`config.mk`:
```
export PLATFORM = sky130hd
export DESIGN_NAME = wb32to16_bridge
export DESIGN_NICKNAME = d
export VERILOG_FILES = /design/src/rtl/wb32to16_bridge_pkg.sv /design/src/rtl/wb32to16_bridge_watchdog.sv /design/src/rtl/wb32to16_bridge.sv
export SDC_FILE = /design/constraint.sdc
export NUM_CORES = 1
export LEC_CHECK = 0
export CAP_MARGIN = 5
export CELL_PAD_IN_SITES_DETAIL_PLACEMENT = 1
export CELL_PAD_IN_SITES_GLOBAL_PLACEMENT = 1
export CORE_ASPECT_RATIO = 0.75
export CORE_MARGIN = 2
export CORE_UTILIZATION = 35
export CTS_CLUSTER_DIAMETER = 80
export DETAILED_ROUTE_END_ITERATION = 7
export GPL_ROUTABILITY_DRIVEN = 0
export PLACE_DENSITY_LB_ADDON = 0.1
export RECOVER_POWER = 100
export SYNTH_ARGS = -nofsm -noshare
export SYNTH_HDL_FRONTEND = slang
export SYNTH_HIERARCHICAL = 1
export SYNTH_SLANG_ARGS = --single-unit
export TNS_END_PERCENT = 30
```
`constraint.sdc`:
```
create_clock -name clk_i -period 2.7 [get_ports clk_i]
set_input_delay 0.27 -clock clk_i [delete_from_list [all_inputs] [get_ports clk_i]]
set_output_delay 0.27 -clock clk_i [all_outputs]
set_load 0.02 [all_outputs]
```
`src/rtl/wb32to16_bridge_pkg.sv`:
```
// Shared types for the 32-to-16 Wishbone bridge: FSM encodings, half selector, latched request.
package wb32to16_bridge_pkg;

  typedef enum logic [1:0] {
    ST_IDLE = 2'd0,
    ST_BEAT = 2'd1,
    ST_GAP  = 2'd2,
    ST_RESP = 2'd3
  } state_t;

  localparam logic HALF_HI = 1'b0;
  localparam logic HALF_LO = 1'b1;

  typedef struct packed {
    logic [29:0] adr;
    logic [31:0] dat;
    logic [3:0]  sel;
    logic        we;
  } req_t;

  // Big-endian halfword address: high half at +0, low half at +2.
  function automatic logic [31:0] beat_adr(input logic [29:0] word_adr, input logic half);
    return {word_adr, half, 1'b0};
  endfunction

endpackage

```
`src/rtl/wb32to16_bridge_watchdog.sv`:
```
// Beat watchdog: counts cycles while run is high, expired once the count reaches TIMEOUT.
// clr restarts the count; TIMEOUT=0 never expires.
module wb_watchdog #(
  parameter int TIMEOUT = 1023,
  parameter int TW      = 10
) (
  input  logic clk_i,
  input  logic rst_i,
  input  logic clr,
  input  logic run,
  output logic expired
);

  localparam logic [TW-1:0] LIMIT = TW'(TIMEOUT);

  logic [TW-1:0] cnt_q;

  always_ff @(posedge clk_i or negedge rst_i) begin
    if (!rst_i) begin
      cnt_q <= '0;
    end else if (clr) begin
      cnt_q <= '0;
    end else if (run && (cnt_q != LIMIT)) begin
      cnt_q <= cnt_q + 1'b1;
    end
  end

  assign expired = (TIMEOUT != 0) && run && !clr && (cnt_q == LIMIT);

endmodule

```
`src/rtl/wb32to16_bridge.sv`:
```
// Splits 32-bit Wishbone accesses into up to two big-endian 16-bit beats, one transfer outstanding.
// Full word 6 cycles, single half 3, sel==0 1 (1-cycle-ack memory); hung beats become an error response.
module wb32to16_bridge
  import wb32to16_bridge_pkg::*;
#(
  parameter int TIMEOUT = 1023,
  parameter int TW      = 10
) (
  input  logic        clk_i,
  input  logic        rst_i,
  input  logic [31:0] s_wb_adr_i,
  input  logic [31:0] s_wb_dat_i,
  output logic [31:0] s_wb_dat_o,
  input  logic [3:0]  s_wb_sel_i,
  input  logic        s_wb_we_i,
  input  logic        s_wb_cyc_i,
  input  logic        s_wb_stb_i,
  output logic        s_wb_ack_o,
  output logic        s_wb_err_o,
  output logic [31:0] m_wb_adr_o,
  output logic [15:0] m_wb_dat_o,
  input  logic [15:0] m_wb_dat_i,
  output logic [1:0]  m_wb_sel_o,
  output logic        m_wb_we_o,
  output logic        m_wb_cyc_o,
  output logic        m_wb_stb_o,
  input  logic        m_wb_ack_i
);

  state_t      state_q, state_d;
  logic        half_q, half_d;
  req_t        req_q;
  logic        err_q;
  logic [31:0] s_dat_q;
  logic        s_req;
  logic        wd_expired;
  logic        unused_adr_lsb;

  assign s_req          = s_wb_cyc_i & s_wb_stb_i;
  assign unused_adr_lsb = ^s_wb_adr_i[1:0];
  assign s_wb_dat_o     = s_dat_q;

  wb_watchdog #(
    .TIMEOUT (TIMEOUT),
    .TW      (TW)
  ) u_watchdog (
    .clk_i   (clk_i),
    .rst_i   (rst_i),
    .clr     (state_q != ST_BEAT),
    .run     (state_q == ST_BEAT),
    .expired (wd_expired)
  );

  always_ff @(posedge clk_i or negedge rst_i) begin
    if (!rst_i) begin
      state_q <= ST_IDLE;
      half_q  <= HALF_HI;
      req_q   <= '0;
      err_q   <= 1'b0;
      s_dat_q <= '0;
    end else begin
      state_q <= state_d;
      half_q  <= half_d;
      case (state_q)
        ST_IDLE: begin
          if (s_req) begin
            req_q <= '{adr: s_wb_adr_i[31:2], dat: s_wb_dat_i, sel: s_wb_sel_i, we: s_wb_we_i};
            err_q <= 1'b0;
            // Unread halves of a read must come back as zero.
            if (!s_wb_we_i) s_dat_q <= '0;
          end
        end
        ST_BEAT: begin
          if (m_wb_ack_i) begin
            if (!req_q.we) begin
              if (half_q == HALF_HI) s_dat_q[31:16] <= m_wb_dat_i;
              else                   s_dat_q[15:0]  <= m_wb_dat_i;
            end
          end else if (wd_expired) begin
            err_q <= 1'b1;
          end
        end
        default: ;
      endcase
    end
  end

  always_comb begin
    state_d = state_q;
    half_d  = half_q;
    case (state_q)
      ST_IDLE: begin
        if (s_req) begin
          if (|s_wb_sel_i[3:2]) begin
            state_d = ST_BEAT;
            half_d  = HALF_HI;
          end else if (|s_wb_sel_i[1:0]) begin
            state_d = ST_BEAT;
            half_d  = HALF_LO;
          end else begin
            state_d = ST_RESP;
          end
        end
      end
      ST_BEAT: begin
        // A real ack wins over a simultaneous watchdog expiry.
        if (m_wb_ack_i) begin
          if ((half_q == HALF_HI) && (|req_q.sel[1:0])) state_d = ST_GAP;
          else                                           state_d = ST_RESP;
        end else if (wd_expired) begin
          state_d = ST_RESP;
        end
      end
      ST_GAP: begin
        state_d = ST_BEAT;
        half_d  = HALF_LO;
      end
      ST_RESP: state_d = ST_IDLE;
      default: state_d = ST_IDLE;
    endcase
  end

  always_comb begin
    s_wb_ack_o = 1'b0;
    s_wb_err_o = 1'b0;
    m_wb_adr_o = '0;
    m_wb_dat_o = '0;
    m_wb_sel_o = '0;
    m_wb_we_o  = 1'b0;
    m_wb_cyc_o = 1'b0;
    m_wb_stb_o = 1'b0;
    case (state_q)
      ST_BEAT: begin
        m_wb_cyc_o = 1'b1;
        m_wb_stb_o = 1'b1;
        m_wb_we_o  = req_q.we;
        m_wb_adr_o = beat_adr(req_q.adr, half_q);
        m_wb_sel_o = (half_q == HALF_HI) ? req_q.sel[3:2] : req_q.sel[1:0];
        m_wb_dat_o = (half_q == HALF_HI) ? req_q.dat[31:16] : req_q.dat[15:0];
      end
      ST_RESP: begin
        s_wb_ack_o = !err_q;
        s_wb_err_o = err_q;
      end
      default: ;
    endcase
  end

endmodule
```
Run 1, power grid:
The bar under the picture is 50 um long. Pins as bars on the die edge.
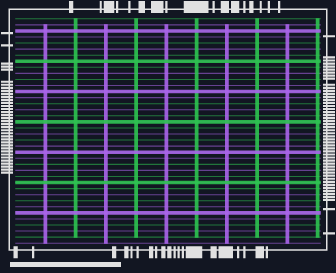
VSS: drawn in purple. VDD: drawn in green.
10 straps on met4. 177 signal pins sit on the boundary. The core has 37 rows. 7 straps on met5. 38 met1 rails follow the rows.

Run 1, cells colored by class:
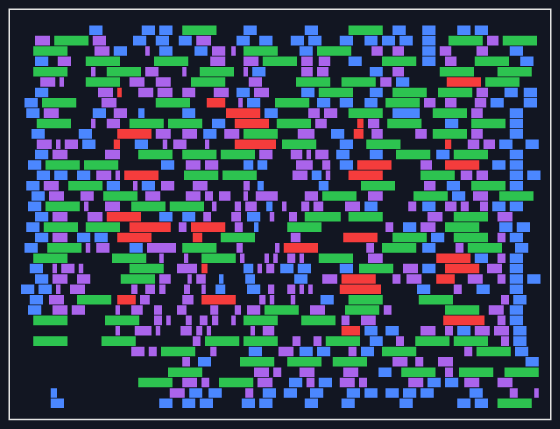
remaining logic cells: drawn in purple, cells 248, share of their area 27%. remaining buffers and delay cells: drawn in blue, cells 187, share of their area 25%. clock drivers and dummy loads: drawn in red, cells 32, share of their area 8.8%. registers: drawn in green, cells 113, share of their area 39%.

Run 1, clock wires, drivers and flops:
The bar under the picture is 50 um long.
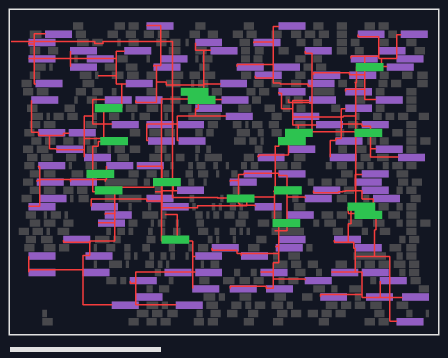
clock-net drivers: drawn in green, count 17. clock wires: drawn in red, length 1630 um. flip-flops: drawn in purple, count 113.
Position of the flops: all over the die. There are 18 routed clock nets.

Run 1, metal layers overlaid:
The bar under the picture is 50 um long.
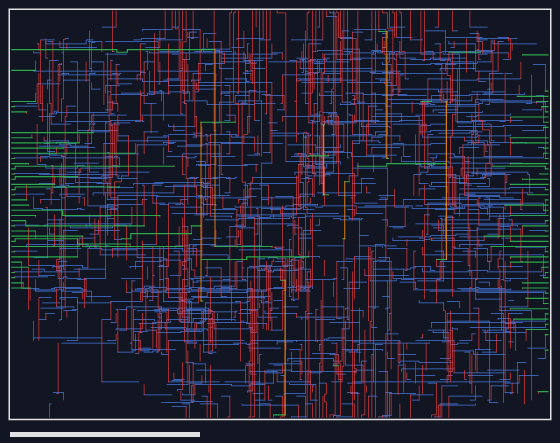
M3: drawn in green, wire length 878 um. M4: drawn in orange, wire length 242 um. M2: drawn in red, wire length 6460 um. M1: drawn in blue, wire length 6120 um.

==> COMMIT_EDITMSG, run 1 <==
Refresh implementation metrics

- FF+latch count, synth: 113
- Warnings raised by the tools during the run amount to 28.
- Worst-Skew Late Latency: 0.40 ns
- Yosys simple share: 0.114
- Per Yosys stat, the portion of area used by sequential elements is 0.568.
- Number of antenna violations at the first check in global routing: 0
- In the CTS report, the clock slew at the register clock pins of the worst setup and hold paths is listed as 0.05 ns.
- Worst reg2reg path startpoint: u_watchdog/cnt_q[0]
* Unrepaired setup endpoints after global routing: no
* Slew headroom: -0.0272
- Setup crit start: state_q[1]
- Worst Min Path Start: req_q[58]
- The synthesized design contains 0 enable-type register cells.
- The number of different library cells used by synthesis comes to 50.
* Mean cell area of the mapped netlist: 12.9 um^2
* Buffer and inverter count on the worst path: 2
- The CTS log lists the clock sinks for this run as 113.
- Per the power-grid run, VDD falls by no more than 0.477 mV.
- The worst hold path belongs to the class register to register.
- The power report attributes to the combinational group a share of 0.422.
* Most common library cells after synthesis: dfrtp_1 (113), mux2_2 (66), nor2_1 (34)
- Number of maximum-capacitance constraint violations: 1
- Yosys printed 6 warnings.
- For this block, the initial DRC count from the detailed router was 184.
- In this run the critical path is formed by nor2b_2, buf_4, and2_1, dlygate4sd3_1.
- Once detailed placement completed, the half-perimeter wirelength came to 9290 um.
- Clk Tree Root Cell: clkbuf_16
- Pin placement for this block handled 177 I/O pins.
- Number of cells in the yosys synthesis report: 385
- TritonCTS clock tree: yes
- The internal power of the cells totals 5.94 mW.
- Core box area: 0.0138 mm^2
* Via count of the first global-routing pass: 4250
* Vias: 3763
- Prevailing post-synth register cell: dfrtp_1
- The script computed a power per unit cell area of 1200 mW/mm^2.
- STA lists the endpoint of the worst register-to-register path as u_watchdog/cnt_q[5].
* Largest net degree at the start of global routing: 60
- Dominant non-sequential cell family after synthesis: multiplexers
- Post-layout minimum cycle time: 2.53 ns
- Most frequent cells in the layout: dfrtp_1 (112), clkdlybuf4s50_1 (95), dlygate4sd3_1 (78), mux2_2 (66), nor2_1 (34)
- Max Freq: 395 MHz
- The final timing report counts setup violations totalling 0.
- Count of pins over their slew limit: 59
* Share of total power in the clock network: 0.266
- WHS: 0.478 ns
- Critical path arrival: 2.26 ns
- The synthesis report lists the most area-consuming cells as dfrtp_1 (57%), mux2_2 (15%), a22o_1 (5.3%).
- The detail route stage leaves a number of antenna-violating nets equal to 0.
- Switching power as a fraction of the total was reported as 0.343.
- H-tree levels: 4
- Count of cell instances traversed by the critical path: 4
- The final timing report lists a hold violation count of 0.
- Relative to the synthesized area, the layout overhead comes to 51.0%.
- FF-to-FF setup slack: 0.47 ns
* Synth Net Count: 476
* Number of rows created at floorplan: 37
- Of the available clock period, the critical path in the final layout requires 0.938.
- The largest single stage delay on the critical path is 0.71 ns.
* Count of unresolved DRC violations after routing: 0
* Post-Route Skew: 0.00898 ns
- The floorplan step set the die width to 142 um.
- Per the OpenROAD floorplan log, the area of the die is 0.0152 mm^2.
* Total power: 9.03 mW
- Crit path max-delay family: buffers and inverters
* XOR-XNOR Cells, Area Fraction: 0.00352
- Net Switching: 3.10 mW
- Overall routed net length: 13700 um
- The pin closest to its max-slew limit shows a slew of 1.54 ns.
- The first global-routing pass estimated 22400 um of wire.
* Post-synthesis adder-cell area fraction: 0.00251
- Looking at the setup timing report, the critical path kind is register to primary output.
* Post-detailed-route via-to-cell ratio: 4.98
- Remaining global-route overflow: 0
* Cell type with the highest aggregate area in the netlist: dfrtp_1
- Summing all multiplexer cells gives an area fraction of 0.195.
* Init Core Util: 0.361
- Most frequently placed logic cell in the final layout: dfrtp_1
- Synthesized instance count: 385
* Failing checks: capacitance limit, slew limit
- According to the timing report, the critical path is captured at m_wb_we_o.
* Final #Nets: 658
- For this run, the script counts the antenna cells in the layout as 0.
- Top cell type's share of synthesized area: 0.568
- In the global route stage, overall resource usage came out at 0.191.
* Pre-Repair DR Iteration Count: 4
- Startpoint Class: register
- Number of CTS-inserted buffers: 17
- Biggest fanout along the worst timing path: 30
- The floorplan step set the die height to 107 um.
- Most used standard cell by instance count after synthesis: dfrtp_1
- According to the Yosys statistics, the synthesized design has a chip area of 0.00498 mm^2.
- Sequential power share: 0.312
- The placement report lists the number of port buffers as 173.
* Worst hold path depth: 1
- TritonRoute output was used to compute an average wire per cell of 18.2 um.
* Outcome: complete, but fails checks
- Adding up every negative setup slack in the final design gives 0 ns.
- CTS Buffer Depth: 2
* Leak Pwr: 3.41 nW
- Required time of the worst setup path: 2.43 ns
- The worst register-to-register path depth is 5.
* Syn Std Cell Area: 0.00498 mm^2
- Min-Delay Endpoint: req_q[58]
* Fraction of final layout cells with drive strength greater than 1: 0.202
- Yosys reported that registers with async set or reset make up 1.00.
- The worst setup path is captured at a primary output.
- Slowest-stage cell, CP: dlygate4sd3_1
- Of the total synthesized cell area, the portion taken by AND-OR and OR-AND cells is 0.0879.
[run 1: final cells by class]
type                    count  area [um^2]
multi-input cells         243         1980
repair buffers            187         1830
flip-flops and latches    113         2830
clock inverters            10          155
well taps                 175          219
clock buffers              22          484
fillers                  1382         6270
inverters                   5         18.8
[run 1: stage by stage]
step | instances | utilization | cell area (um^2) | setup WS [ns]
after floorplan | 385 | - | 4980 | 0.414
after global placement | 722 | 0.502 | 6920 | 0.602
after detailed placement | 722 | 0.502 | 6920 | 0.556
after CTS | 755 | 0.549 | 7570 | 0.0965
after global routing | 755 | 0.545 | 7520 | 0.0366
final | 755 | 0.545 | 7520 | 0.166
[run 1: power groups by stage]
| stage | clock, mW | combinational (mW) | sequential, mW |
|---|---|---|---|
| floorplan | 0 | 2.16 | 2.96 |
| global placement | 0 | 3.99 | 2.80 |
| detailed placement | 0 | 4.08 | 2.85 |
| CTS | 2.45 | 4.11 | 2.84 |
| global route | 2.54 | 4.12 | 2.94 |
| finish | 2.40 | 3.81 | 2.82 |
[run 1: sequential cells by signal, indices dropped and copies added, names as in the netlist]
register / flops
err_q: 1
half_q: 1
req_q: 67
s_wb_dat_o: 32
state_q: 2
u_watchdog/cnt_q: 10
[run 1: layer usage]
layer,track usage,share of wire,vias up
li1,-,-,1743
met1,0.247,0.45,1888
met2,0.305,0.47,115
met3,0.0560,0.064,17
met4,0.0736,0.018,0
met5,0,0,-
[run 1: repair_timing]
action,CTS,global route
resized,0,1
buffers inserted,0,0
endpoints found under the setup margin,0,13
hold buffers,1,0
endpoints found under the hold margin,57,0
==> run 1 -> run 2 <==
--- a/config.mk
+++ b/config.mk
@@ -5,7 +5,7 @@
 export SDC_FILE = /design/constraint.sdc
 export NUM_CORES = 1
 export LEC_CHECK = 0
-export CAP_MARGIN = 5
+export CAP_MARGIN = 40
 export CELL_PAD_IN_SITES_DETAIL_PLACEMENT = 1
 export CELL_PAD_IN_SITES_GLOBAL_PLACEMENT = 1
 export CORE_ASPECT_RATIO = 0.75
==> run 2 against run 1 <==
Total power did not move; clock power about the same; sequential power hardly changed; routed wire length stayed put; critical path type unchanged; clock-buffer cell count stayed put; largest power group unchanged; first-iteration DRC count did not move; the run still ends with capacitance limit, slew limit left; cell count is the same; combinational power hardly changed; die size did not move; largest cell class unchanged; critical endpoint unchanged; sequential cell count is the same.
==> COMMIT_EDITMSG, run 2 <==
Refresh implementation metrics

- The flow ran to the end, but the final reports show violations.
- Failing checks: capacitance limit, slew limit
- The flip-flop count of the largest register, all copies and words added came to 67 (unchanged).
- The via count of the first global-routing pass is 4250 (unchanged).
- The total buffers and inverters traversed by the critical path is 2 (unchanged).
- The fraction of registers with async set/reset came to 1.00 (unchanged).
- Critical Path End Type: primary output
- Delay of the slowest critical-path stage: 0.71 ns (about the same)
- Prevailing post-synth register cell: dfrtp_1
- The post-route setup TNS came to 0 ns (unchanged).
- Diodes inserted: 0 (unchanged)
- Number of cells after detailed placement: 722 (unchanged)
- Height of the die: 107 um (unchanged)
- Unrepaired setup endpoints after global routing: no
* Post-detailed-route via-to-cell ratio: 4.98 (unchanged)
- Top cell type's share of synthesized area: 0.568 (unchanged)
- Area added between synthesis and finish: 51.0% (unchanged)
- Ranking logic cells in the layout by count gives the top entries dfrtp_1 (112), clkdlybuf4s50_1 (95), dlygate4sd3_1 (78), mux2_2 (66), nor2_1 (34).
* Count of pins over their slew limit: 59 (unchanged)
- The number of buffers inserted by post-CTS setup repair is 0 (unchanged).
- The number of I/O pins was 177 (unchanged).
* Antenna viol nets, final: 0 (unchanged)
- The clock skew was 0.00898 ns (unchanged).
* Complex Gates by Area: 0.0879 (unchanged)
* Most common library cells after synthesis: dfrtp_1 (113), mux2_2 (66), nor2_1 (34)
* Max Freq: 395 MHz (unchanged)
- Count of non-filler cells in the finished layout: 755 (unchanged)
- Top routing layer in use: met4
- The flip-flop and latch count after synthesis was 113 (unchanged).
- Final core area utilization: 0.545 (unchanged)
* OpenROAD warnings: 28 (unchanged)
- Mean cell area of the mapped netlist: 12.9 um^2 (unchanged)
- The count of input and output buffers is 173 (unchanged).
- The number of endpoints with negative hold slack in the final report came to 0 (unchanged).
- Number of cells in the yosys synthesis report: 385 (unchanged)
* Power density over the cells: 1200 mW/mm^2 (unchanged)
* Number of warning messages in the yosys log: 6 (unchanged)
* Largest net degree at the start of global routing: 60 (unchanged)
- Synthesized instance count: 385 (unchanged)
* Pre-Repair DR Iteration Count: 4 (unchanged)
- The post-synth area from yosys stat was 0.00498 mm^2 (unchanged).
* Critical path arrival: 2.26 ns (about the same)
- Placed wire-length estimate after detailed placement: 9290 um (unchanged)
- The number of fill cells in the layout was 1382 (unchanged).
* Met2 routed wirelength: 6460 um (unchanged)
- Floorplan die area: 0.0152 mm^2 (unchanged)
* EDFF count, synth: 0 (unchanged)
- TritonCTS clock tree: yes
- Global router's overall resource usage: 0.191 (unchanged)
- Number of rows created at floorplan: 37 (unchanged)
- The worst hold path belongs to the class register to register.
- Most frequently placed logic cell in the final layout: dfrtp_1
- The total routed wirelength came to 13700 um (unchanged).
* IR drop worst, VDD: 0.477 mV (unchanged)
- The sum of overflow across all layers after global routing is 0 (unchanged).
* Cells along the critical path: nor2b_2, buf_4, and2_1, dlygate4sd3_1
- The number of buffers created by CTS was 17 (unchanged).
- Worst-Skew Late Latency: 0.40 ns (about the same)
- Number of distinct library cells after synthesis: 50 (unchanged)
* Synth Net Count: 476 (unchanged)
* Global-route wire length before repair: 22400 um (unchanged)
- The max-cap check violation count was 1 (unchanged).
* Final critical-path share of the clock period: 0.938 (unchanged)
- Clk Tree Root Cell: clkbuf_16
- Routed wire length on met3: 878 um (unchanged)
- The core utilization before placement was 0.361 (unchanged).
- The adder and majority gate portion of the synthesized area is 0.00251 (unchanged).
- The count of final setup violators came to 0 (unchanged).
- The simple-gate portion of the synthesized area was 0.114 (unchanged).
[run 2: layer usage]
layer,global-route usage,up-vias
met5,0,-
met4,0.0736,0
met3,0.0560,17
met2,0.305,115
met1,0.247,1888
li1,-,1743
[run 2: cell type report]
class | count | area (um^2) | share of cell area
multi-input combinational | 243 | 1980 | 0.264
sequential | 113 | 2830 | 0.376
inverter | 5 | 18.8 | 0.00250
clock buffer | 22 | 484 | 0.0644
clock inverter | 10 | 155 | 0.0206
tap | 175 | 219 | 0.0291
timing repair buffer | 187 | 1830 | 0.244
[run 2: where the power goes]
part           switching, mW  total [mW]  internal (mW)
registers              0.394        2.82           2.43
logic                   1.93        3.81           1.87
clock network          0.767        2.40           1.64
total                   3.10        9.03           5.94
[run 2: repair_timing]
| item | CTS | global route |
|---|---|---|
| resized | 0 | 1 |
| setup endpoints to repair | 0 | 13 |
| endpoints found under the hold margin | 57 | 0 |
| hold buffers | 1 | 0 |
[run 2: worst paths after layout]
path / from / slack (ns) / endpoint / depth (start not counted)
worst min-delay path: req_q[58] / 0.48 / req_q[58] / 1
worst max-delay path: state_q[1] / 0.17 / m_wb_we_o / 4
worst min register to register: req_q[58] / 0.48 / req_q[58] / 1
max in group asynchronous: rst_i / 0.61 / req_q[17] / 3
worst max register to register: u_watchdog/cnt_q[0] / 0.47 / u_watchdog/cnt_q[5] / 5
min in group asynchronous: rst_i / 0.78 / req_q[34] / 2
[run 2: metrics by stage]
| stage | area (um^2) | power [mW] |
|---|---|---|
| 2_1_floorplan | 4980 | 5.12 |
| 6_report | 7520 | 9.03 |
| 5_1_grt | 7520 | 9.60 |
| 3_5_place_dp | 6920 | 6.93 |
| 4_1_cts | 7570 | 9.40 |
| 3_3_place_gp | 6920 | 6.79 |
Run 2, metal layers overlaid:
The bar under the picture is 50 um long.
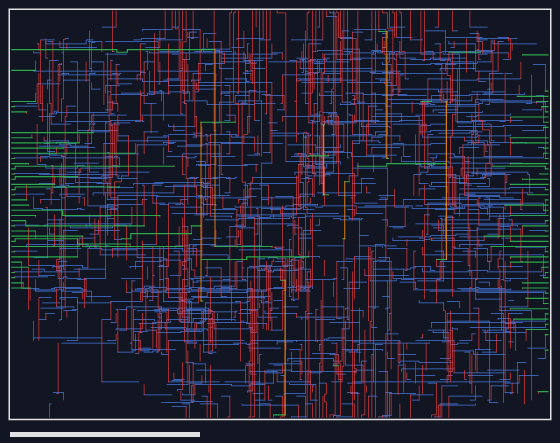
M4: drawn in orange, wire length 242 um. M2: drawn in red, wire length 6460 um. M3: drawn in green, wire length 878 um. M1: drawn in blue, wire length 6120 um.

Run 2, cells colored by class:
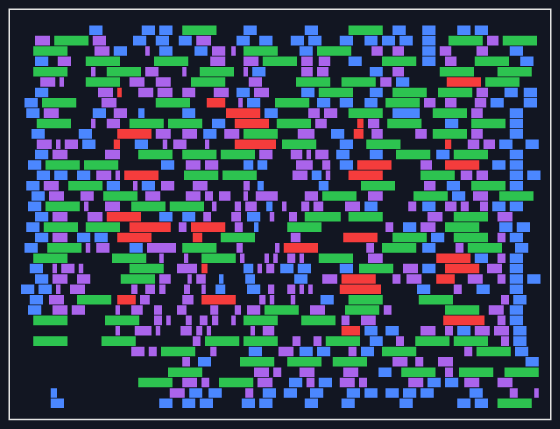
registers: drawn in green, cells 113, share of their area 39%. remaining buffers and delay cells: drawn in blue, cells 187, share of their area 25%. clock drivers and dummy loads: drawn in red, cells 32, share of their area 8.8%. remaining logic cells: drawn in purple, cells 248, share of their area 27%.

==> run 2 -> run 3 <==
--- a/config.mk
+++ b/config.mk
@@ -9,7 +9,6 @@
 export CELL_PAD_IN_SITES_DETAIL_PLACEMENT = 1
 export CELL_PAD_IN_SITES_GLOBAL_PLACEMENT = 1
 export CORE_ASPECT_RATIO = 0.75
-export CORE_MARGIN = 2
 export CORE_UTILIZATION = 35
 export CTS_CLUSTER_DIAMETER = 80
 export DETAILED_ROUTE_END_ITERATION = 7
Run 3, clock wiring as the flow saved it:
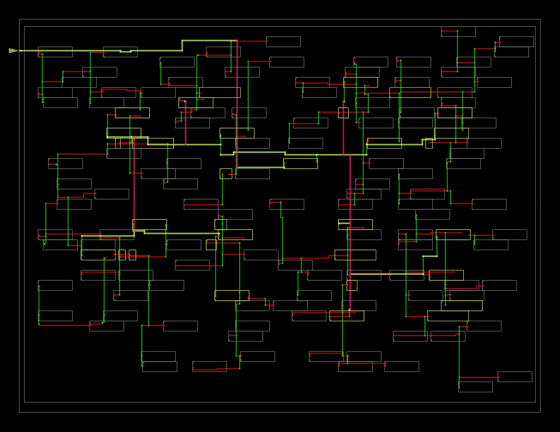
count of clock-net buffers in the final layout: 18
number of CTS-inserted buffers: 17
TritonCTS Sinks: 113
flip-flop and latch count: 113

Run 3, power grid:
The bar under the picture is 50 um long. Pins as bars on the die edge.
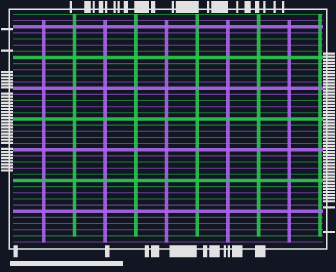
VDD: drawn in green. VSS: drawn in purple.
7 straps on met5. 177 signal pins sit on the boundary. The core has 37 rows. 38 met1 rails follow the rows.

==> run 3 against run 2 <==
The run now ends clean; worst setup slack gained 0.095 ns; global-route usage up 1.1 points; via count grew 1.7%; critical path type unchanged; combinational power about the same; sequential cell count unchanged; die size fell by 3.2%; clock skew is 0.0018 ns lower; largest cell class unchanged; worst hold slack worse by 0.070 ns; register-to-register slack got worse by 0.09 ns; largest power group unchanged.
==> COMMIT_EDITMSG, run 3 <==
Refresh implementation metrics

- Cell type with the highest aggregate area in the netlist: dfrtp_1
* Most used standard cell by instance count after synthesis: dfrtp_1
* Most area-consuming cells after synthesis: dfrtp_1 (57%), mux2_2 (15%), a22o_1 (5.3%)
* Count of buffers from port buffering: 173 (unchanged)
- EDFF count, synth: 0 (unchanged)
- Looking at the cell usage after synthesis, the top flip-flop cell is dfrtp_1.
- TritonCTS built the clock tree.
- The clock skew is 0.00720 ns (-0.00178 ns).
* IR drop worst, VDD: 0.549 mV (+15%)
* Most common library cells after synthesis: dfrtp_1 (113), mux2_2 (66), nor2_1 (34)
- The design internal power came to 6.01 mW (+1.3%).
* Hold-fix buffers at CTS: 1 (unchanged)
- Detailed-route wire length per cell: 18.7 um
- On the critical path the largest part of the delay comes from buffers and inverters.
* Outcome: completed
* Delay of the slowest critical-path stage: 0.71 ns (about the same)
- Chip area from the yosys synthesis statistics: 0.00498 mm^2 (unchanged)
- Slew headroom: 0.214
- Init Core Util: 0.361 (unchanged)
* Multiplexer share of the synthesized area: 0.195
- Slowest-stage cell, CP: dlygate4sd3_1
- Clk Tree Root Cell: clkbuf_16
- The detailed-placement wirelength estimate is 9230 um (-0.65%).
- Core box area: 0.0138 mm^2
- Per the run report, area growth between synthesis and finish was 51.4%.
* Number of antenna violations at the first check in global routing: 0
* Die W: 140 um
- The chip area was 0.0147 mm^2 (-3.2%).
- The wire length of the first global-routing pass is 22900 um (+2.0%).
- Startpoint Class: register
- WHS: 0.408 ns
* Io pins: 177 (unchanged)
* XOR-XNOR Cells, Area Fraction: 0.00352
- The pin count of the biggest net entering global routing is 45 (-25%).
* Post-detailed-route via-to-cell ratio: 5.06 (+1.6%)
- The layout summary lists the proportion of cells stronger than drive strength 1 as 0.200.
* Height of the die: 105 um (-1.9%)
* Final #Nets: 659
* Overall routed net length: 14100 um (+3.1%)
- The max-cap check violation count was 0 (-1).
- The max-slew violation count is 0 (-100%).
* Share of total power in the clock network: 0.277 (+0.011)
- The clock H-tree reported by CTS has 4 levels.
* Synth Net Count: 476 (unchanged)
* Vias: 3828
* Number of cells in the yosys synthesis report: 385 (unchanged)
- Actual transition at the worst max-transition pin: 1.17 ns
- The flip-flop and latch count after synthesis came to 113 (unchanged).
- Reg clk slew, reported paths: 0.06 ns
- The count of standard-cell rows is 37 (unchanged).
* Register share after synthesis: 0.568
* Global router's overall resource usage: 0.202 (+0.0112)
* Syn Std Cell Area: 0.00498 mm^2
- The net switching power came to 3.16 mW (+2.2%).
- Setup TNS Final: 0 ns (unchanged)
* Setup ws final: 0.261 ns
- The switching fraction of total power came to 0.345 (+0.00192).
- Number of fillers in the final layout: 1378 (-0.29%)
- The fraction of post-synthesis cell area in the top cell type by area was 0.568 (unchanged).
- Post-cts repair resize count: 0 (unchanged)
- Total power: 9.18 mW (+1.6%)
* Mean cell area of the mapped netlist: 12.9 um^2 (unchanged)
- Power density over the cells: 1220 mW/mm^2 (+1.4%)
- Count of unresolved DRC violations after routing: 0
- Register with the most flip-flops: req_q
- Prior to clock tree synthesis, the placed netlist has a worst setup slack of 0.602 ns.
- Leak Pwr: 3.43 nW
* Worst-Skew Late Latency: 0.41 ns (about the same)
- Most frequent cells in the layout: dfrtp_1 (113), clkdlybuf4s50_1 (87), dlygate4sd3_1 (86), mux2_2 (66), nor2_1 (34)
* Number of warning messages in the yosys log: 6 (unchanged)
- The unique cell type count in the Yosys netlist was 50 (unchanged).
- Unrepaired setup endpoints after global routing: no
- Required time of the worst setup path: 2.43 ns
- Buffer and inverter count on the worst path: 2 (unchanged)
- Max Freq: 410 MHz (+3.9%)
* Cells along the critical path: nor2b_2, buf_4, and2_1, dlygate4sd3_1
- Pre-Repair DR Iteration Count: 4 (unchanged)
* Dominant non-sequential cell family after synthesis: multiplexers
- The simple-gate portion of the synthesized area is 0.114 (unchanged).
* Total of endpoints with negative setup slack in the final report: 0 (unchanged)
- The via count of the first global-routing pass was 4181 (-1.6%).
- The fraction of power consumed by combinational cells was 0.414 (-0.008).
* Worst Setup Path Type: register to primary output
- Final Hold Vio Count: 0 (unchanged)
* Max FFs per register: 67 (unchanged)
- Most frequently placed logic cell in the final layout: dfrtp_1
- Biggest fanout along the worst timing path: 40
* Sequential power share: 0.309 (-0.003)
- The fraction of registers with async set/reset was 1.00 (unchanged).
- Antenna viol nets, final: 0 (unchanged)
- The number of buffers inserted by post-CTS setup repair is 0 (unchanged).
* CTS Buffer Depth: 2
- The adder and majority gate portion of the synthesized area came to 0.00251 (unchanged).
* Remaining global-route overflow: 0 (unchanged)
- Critical Path End Type: primary output
- Critical path arrival: 2.17 ns (-0.09 ns)
- The share of the cycle needed by the critical path after routing is 0.903 (-0.0351).
* OpenROAD warnings: 28 (unchanged)
- The min-delay analysis places its worst path in the category primary input to async pin.
- The clock period could shrink to 2.44 ns.
- After the first detailed-routing iteration, the DRC count stood at 115.
* Synthesized instance count: 385 (unchanged)
- Complex Gates by Area: 0.0879 (unchanged)
* Diodes inserted: 0 (unchanged)
run 3: cell counts after synthesis:
Identical to the previous run, type by type.
run 3: final timing paths:
| path | start | end | slack [ns] | cells after the start |
|---|---|---|---|---|
| min | rst_i | req_q[51] | 0.41 | 2 |
| min reg2reg | req_q[53] | req_q[53] | 0.50 | 1 |
| max | state_q[1] | m_wb_adr_o[31] | 0.26 | 4 |
| max reg2reg | u_watchdog/cnt_q[0] | u_watchdog/cnt_q[5] | 0.38 | 5 |
| min in group clk_i | s_wb_dat_i[27] | req_q[32] | 0.47 | 2 |
| max in group asynchronous | rst_i | req_q[21] | 0.73 | 3 |
run 3: metrics by stage:
step | instances | utilization | area [um^2]
6_report | 756 | 0.547 | 7540
5_1_grt | 756 | 0.547 | 7540
4_1_cts | 756 | 0.552 | 7620
3_5_place_dp | 723 | 0.503 | 6940
3_3_place_gp | 723 | 0.503 | 6940
2_1_floorplan | 385 | - | 4980
run 3: routing by layer:
layer  GRT usage  share of wire  vias up
met5           0              0        -
met4      0.0683          0.014        0
met3      0.0663          0.060       18
met2       0.333           0.49      112
met1       0.250           0.43     1949
li1            -              -     1749
run 3: power by group through the flow:
stage	clock network (mW)	logic [mW]	registers (mW)
4_1_cts	2.59	4.13	2.85
3_3_place_gp	0	4.00	2.80
2_1_floorplan	0	2.16	2.96
6_report	2.54	3.80	2.84
5_1_grt	2.66	4.09	2.94
3_5_place_dp	0	4.07	2.85
run 3: area by class of cell:
| type | instances | area [um^2] | area share |
|---|---|---|---|
| tap | 175 | 219 | 0.0290 |
| timing repair buffer | 188 | 1830 | 0.243 |
| sequential | 113 | 2830 | 0.375 |
| clock buffer | 18 | 429 | 0.0569 |
| multi-input combinational | 243 | 1980 | 0.262 |
| clock inverter | 14 | 235 | 0.0312 |
| inverter | 5 | 18.8 | 0.00249 |
Power is estimated from default activity; no workload was simulated.
